Fig. 1: placement view
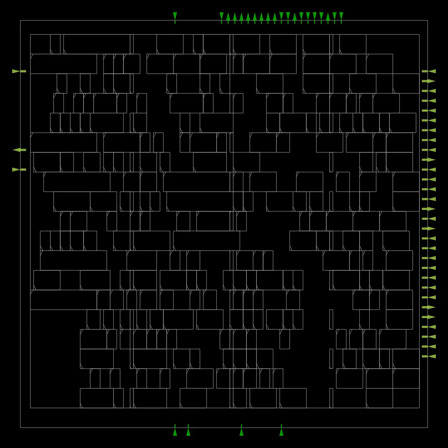
Fig. 2: register map, names as in the netlist
Scale bar: 20 um. Other sequential cells in the stronger grey, the rest of the logic in the fainter grey.
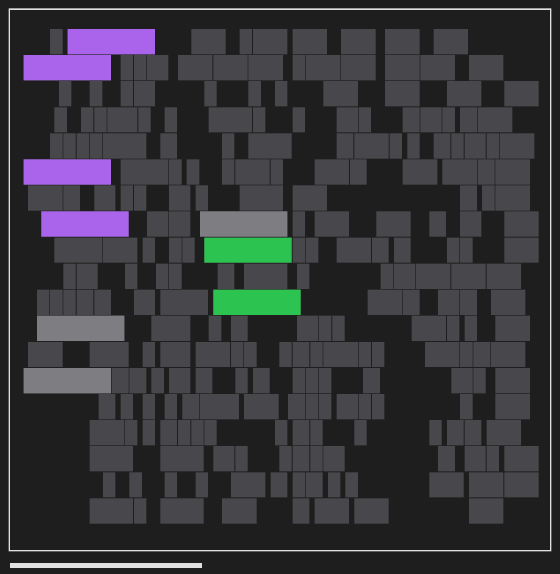
Fig. 3: wiring heat map
The die is cut into 11 by 11 equal tiles; dark blue is low, red is high, scaled to the fullest tile. Values are wire area over tile area, all layers added.
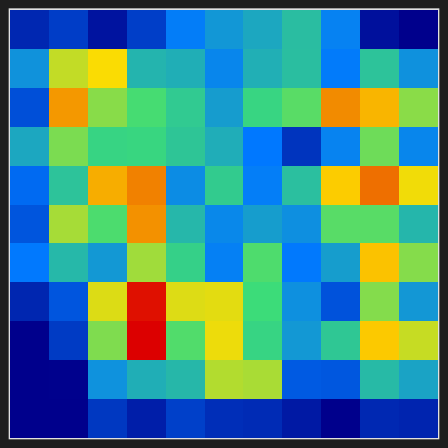
### src/rtl/ds_arb_pkg.sv
// Shared types and helpers for DataStream arbiters.
// rr_first returns the first set request at or after 'start', wrapping at n.
package ds_arb_pkg;

    typedef enum logic {IDLE, GRANT} ds_arb_state_t;

    localparam int unsigned MAX_REQ = 32;

    function automatic int unsigned rr_first(
        input logic [MAX_REQ-1:0] req,
        input int unsigned        n,
        input int unsigned        start
    );
        int unsigned idx;
        logic        found;
        rr_first = 0;
        found    = 1'b0;
        for (int unsigned i = 0; i < MAX_REQ; i++) begin
            // start < n and i < n, so one subtraction is enough to wrap
            idx = start + i;
            if (idx >= n) idx = idx - n;
            if ((i < n) && !found && req[idx[4:0]]) begin
                rr_first = idx;
                found    = 1'b1;
            end
        end
    endfunction

endpackage

### src/rtl/ds_rr_pick.sv
// Combinational round-robin picker: first request at or above i_ptr, wrapping.
module ds_rr_pick
    import ds_arb_pkg::*;
#(
    parameter int unsigned INPUTS = 4,
    localparam int unsigned SW    = $clog2(INPUTS)
) (
    input  logic [INPUTS-1:0] i_req,
    input  logic [SW-1:0]     i_ptr,
    output logic [SW-1:0]     o_idx,
    output logic              o_any
);

    assign o_idx = SW'(rr_first(MAX_REQ'(i_req), INPUTS, 32'(i_ptr)));
    assign o_any = |i_req;

endmodule

### src/rtl/ds_rr_arbiter.sv
// Round-robin DataStream merger: one owner per grant, bursts of up to BURST words,
// one idle arbitration cycle between grants, combinational data/ready path.
module ds_rr_arbiter
    import ds_arb_pkg::*;
#(
    parameter int unsigned WIDTH  = 8,
    parameter int unsigned INPUTS = 4,
    parameter int unsigned BURST  = 16
) (
    input  logic                          clk,
    input  logic                          reset,
    input  logic                          clear,
    input  logic [INPUTS-1:0][WIDTH-1:0]  i_dat,
    input  logic [INPUTS-1:0]             i_val,
    output logic [INPUTS-1:0]             i_rdy,
    output logic [WIDTH-1:0]              o_dat,
    output logic                          o_val,
    input  logic                          o_rdy,
    output logic [INPUTS-1:0]             grant
);

    localparam int unsigned SW = $clog2(INPUTS);
    localparam int unsigned BW = (BURST > 1) ? $clog2(BURST) : 1;

    ds_arb_state_t   r_state;
    logic [SW-1:0]   r_sel;
    logic [SW-1:0]   r_ptr;
    logic [BW-1:0]   r_bcnt;

    logic [SW-1:0]     w_pick_idx;
    logic              w_pick_any;
    logic              w_granted;
    logic              w_xfer;
    logic              w_release;
    logic [INPUTS-1:0] w_onehot;

    ds_rr_pick #(
        .INPUTS (INPUTS)
    ) u_pick (
        .i_req (i_val),
        .i_ptr (r_ptr),
        .o_idx (w_pick_idx),
        .o_any (w_pick_any)
    );

    assign w_granted = (r_state == GRANT);
    assign w_onehot  = {{(INPUTS-1){1'b0}}, 1'b1} << r_sel;

    assign o_dat = i_dat[r_sel];
    assign o_val = w_granted & i_val[r_sel];
    assign i_rdy = (w_granted & o_rdy) ? w_onehot : '0;
    assign grant = w_granted ? w_onehot : '0;

    assign w_xfer    = o_val & o_rdy;
    // A valid gap from the owner ends its burst early.
    assign w_release = w_granted &
                       (!i_val[r_sel] | (w_xfer & (r_bcnt == BW'(BURST - 1))));

    always_ff @(posedge clk or negedge reset) begin
        if (!reset) begin
            r_state <= IDLE;
            r_sel   <= '0;
            r_ptr   <= '0;
            r_bcnt  <= '0;
        end else if (clear) begin
            r_state <= IDLE;
            r_ptr   <= '0;
            r_bcnt  <= '0;
        end else begin
            case (r_state)
                IDLE: begin
                    if (w_pick_any) begin
                        r_sel   <= w_pick_idx;
                        r_bcnt  <= '0;
                        r_state <= GRANT;
                    end
                end
                GRANT: begin
                    if (w_release) begin
                        r_ptr   <= (r_sel == SW'(INPUTS - 1)) ? '0 : r_sel + 1'b1;
                        r_bcnt  <= '0;
                        r_state <= IDLE;
                    end else if (w_xfer) begin
                        r_bcnt <= r_bcnt + 1'b1;
                    end
                end
                default: r_state <= IDLE;
            endcase
        end
    end

endmodule
### config.mk
export PLATFORM = sky130hd
export DESIGN_NAME = ds_rr_arbiter
export DESIGN_NICKNAME = d
export VERILOG_FILES = /design/src/rtl/ds_arb_pkg.sv /design/src/rtl/ds_rr_pick.sv /design/src/rtl/ds_rr_arbiter.sv
export SDC_FILE = /design/constraint.sdc
export NUM_CORES = 1
export LEC_CHECK = 0
export ABC_AREA = 1
export CAP_MARGIN = 20
export CORE_UTILIZATION = 40
export CTS_BUF_LIST = sky130_fd_sc_hd__clkbuf_8 sky130_fd_sc_hd__clkbuf_16
export CTS_CLUSTER_DIAMETER = 200
export DETAILED_ROUTE_END_ITERATION = 16
export GPL_TIMING_DRIVEN = 1
export PLACE_DENSITY_LB_ADDON = 0.08
export SLEW_MARGIN = 20
export SYNTH_ARGS = -nofsm -noshare
export SYNTH_HDL_FRONTEND = slang
export SYNTH_HIERARCHICAL = 1
export SYNTH_SLANG_ARGS = --single-unit
### constraint.sdc
create_clock -name clk -period 4.1 [get_ports clk]
set_input_delay 0.41 -clock clk [delete_from_list [all_inputs] [get_ports clk]]
set_output_delay 0.41 -clock clk [all_outputs]
set_load 0.02 [all_outputs]
==> out/results.tsv <==
metric	value	unit
dp_hpwl	2.46	mm
max_freq	374	MHz
grt_pass1_wl	5.59	mm
ctsHtreeMaxLevel	1	
yosysCellCount	194	
arrival	2.26	ns
ys_warn_count	6	
period_used_share	65.2	%
finalSetupViolCount	0	
slowest_delay	0.62	ns
dp.cells	274	
syn_to_final_growth	50.6	%
tightestPinTransition	0.640	ns
crit_fanout	23	
placed_area	1730	sq um
critical_path_class	reg -> out	
pwr-share-seq	18.1	%
status	finished, final reports clean	
clock_skew	0.000463	ns
regArea	225	sq um
combPwrFrac	72.2	%
Back to the opening pictures, Fig. 1:
Core Area: 2780 sq um
fillers: 274

Back to the opening pictures, Fig. 2:
| colour | signal | placed flops |
|---|---|---|
| green | r_sel | 2 |
| purple | r_bcnt | 4 |
not coloured: 3
sequential power: 0.185 mW
Finished Core Util: 64.0%

Back to the opening pictures, Fig. 3:
tiles over half the peak: 31%
mean over tiles: 0.16
emptiest ninth of the die: lower left
fullest tile: 0.40

per-stage QoR:
stage	util (%)	power, mW
floorplan	-	0.683
global placement	62.3	0.921
detailed placement	62.3	0.925
CTS	64.0	1.03
global route	64.0	1.12
finish	64.0	1.02
layer usage:
metal	wire length [um]	track usage [%]	vias to the layer above
met1	1470	26.3	625
li1	-	-	734
met5	0	0	-
met2	1480	38.9	56
met3	210	4.15	5
met4	19	4.18	0
flip-flops by register name, indices dropped and copies added, names as in the netlist:
| name | flops |
|---|---|
| r_bcnt | 4 |
| r_ptr | 2 |
| r_sel | 2 |
| r_state | 1 |
final timing paths:
path	cells after the start	startpoint	slack [ns]	to
max	6	r_sel[0]	1.43	o_val
max reg2reg	11	r_ptr[0]	2.12	r_sel[1]
max in group asynchronous	1	reset	3.33	r_ptr[0]
min in group clk	2	r_bcnt[3]	0.54	r_bcnt[3]
min reg2reg	2	r_bcnt[3]	0.54	r_bcnt[3]
min	1	reset	0.48	r_bcnt[3]
worst reg2reg max path: cells and delay by family (launching register included):
| family | cells | cell delay (ns) |
|---|---|---|
| AND/OR/NAND/NOR | 7 | 0.64 |
| AND-OR/OR-AND | 1 | 0.04 |
| flip-flops | 1 | 0.57 |
| buffers and inverters | 2 | 0.21 |
| adder cells (fa/ha/maj) | 1 | 0.38 |
cells by family after synthesis:
family | share of synthesized area (%)
and+or+nand+nor | 45.4
buffers and inverters | 12.2
AOI/OAI and AO/OA | 13.0
adders and majority gates | 9.53
DFF | 19.1
xor gates and xnor gates | 0.742
power groups by stage:
stage                     combinational, mW  clock [mW]  sequential [mW]
final                                 0.737      0.0982            0.185
after detailed placement              0.739           0            0.187
after global placement                0.734           0            0.187
after global routing                  0.815       0.105            0.199
after floorplan                       0.545           0            0.138
after CTS                             0.741       0.101            0.185
placed cells by master, fill, tap and decap left out, types with 3 or more instances in the layout:
cell type | synthesis | final
clkdlybuf4s50_1 | 0 | 56
nand2_1 | 47 | 47
nor2_1 | 28 | 28
inv_1 | 19 | 20
nand3_1 | 18 | 18
o21ai_0 | 16 | 16
ha_1 | 9 | 9
dfrtp_1 | 9 | 9
o22ai_1 | 8 | 8
inv_2 | 7 | 7
nand4_1 | 6 | 6
nand3_2 | 5 | 5
nand2_2 | 4 | 4
nor2_2 | 3 | 3
clkbuf_8 | 0 | 3
final cells by class:
cell class | count | share of cell area (%)
Inverter | 26 | 5.49
Sequential cell | 9 | 12.7
Tap cell | 31 | 2.18
Clock inverter | 1 | 0.211
Multi-Input combinational cell | 152 | 45.6
Clock buffer | 3 | 2.32
Timing Repair Buffer | 56 | 31.5
Power figures rest on the tool's default switching activity, not on a simulated workload.
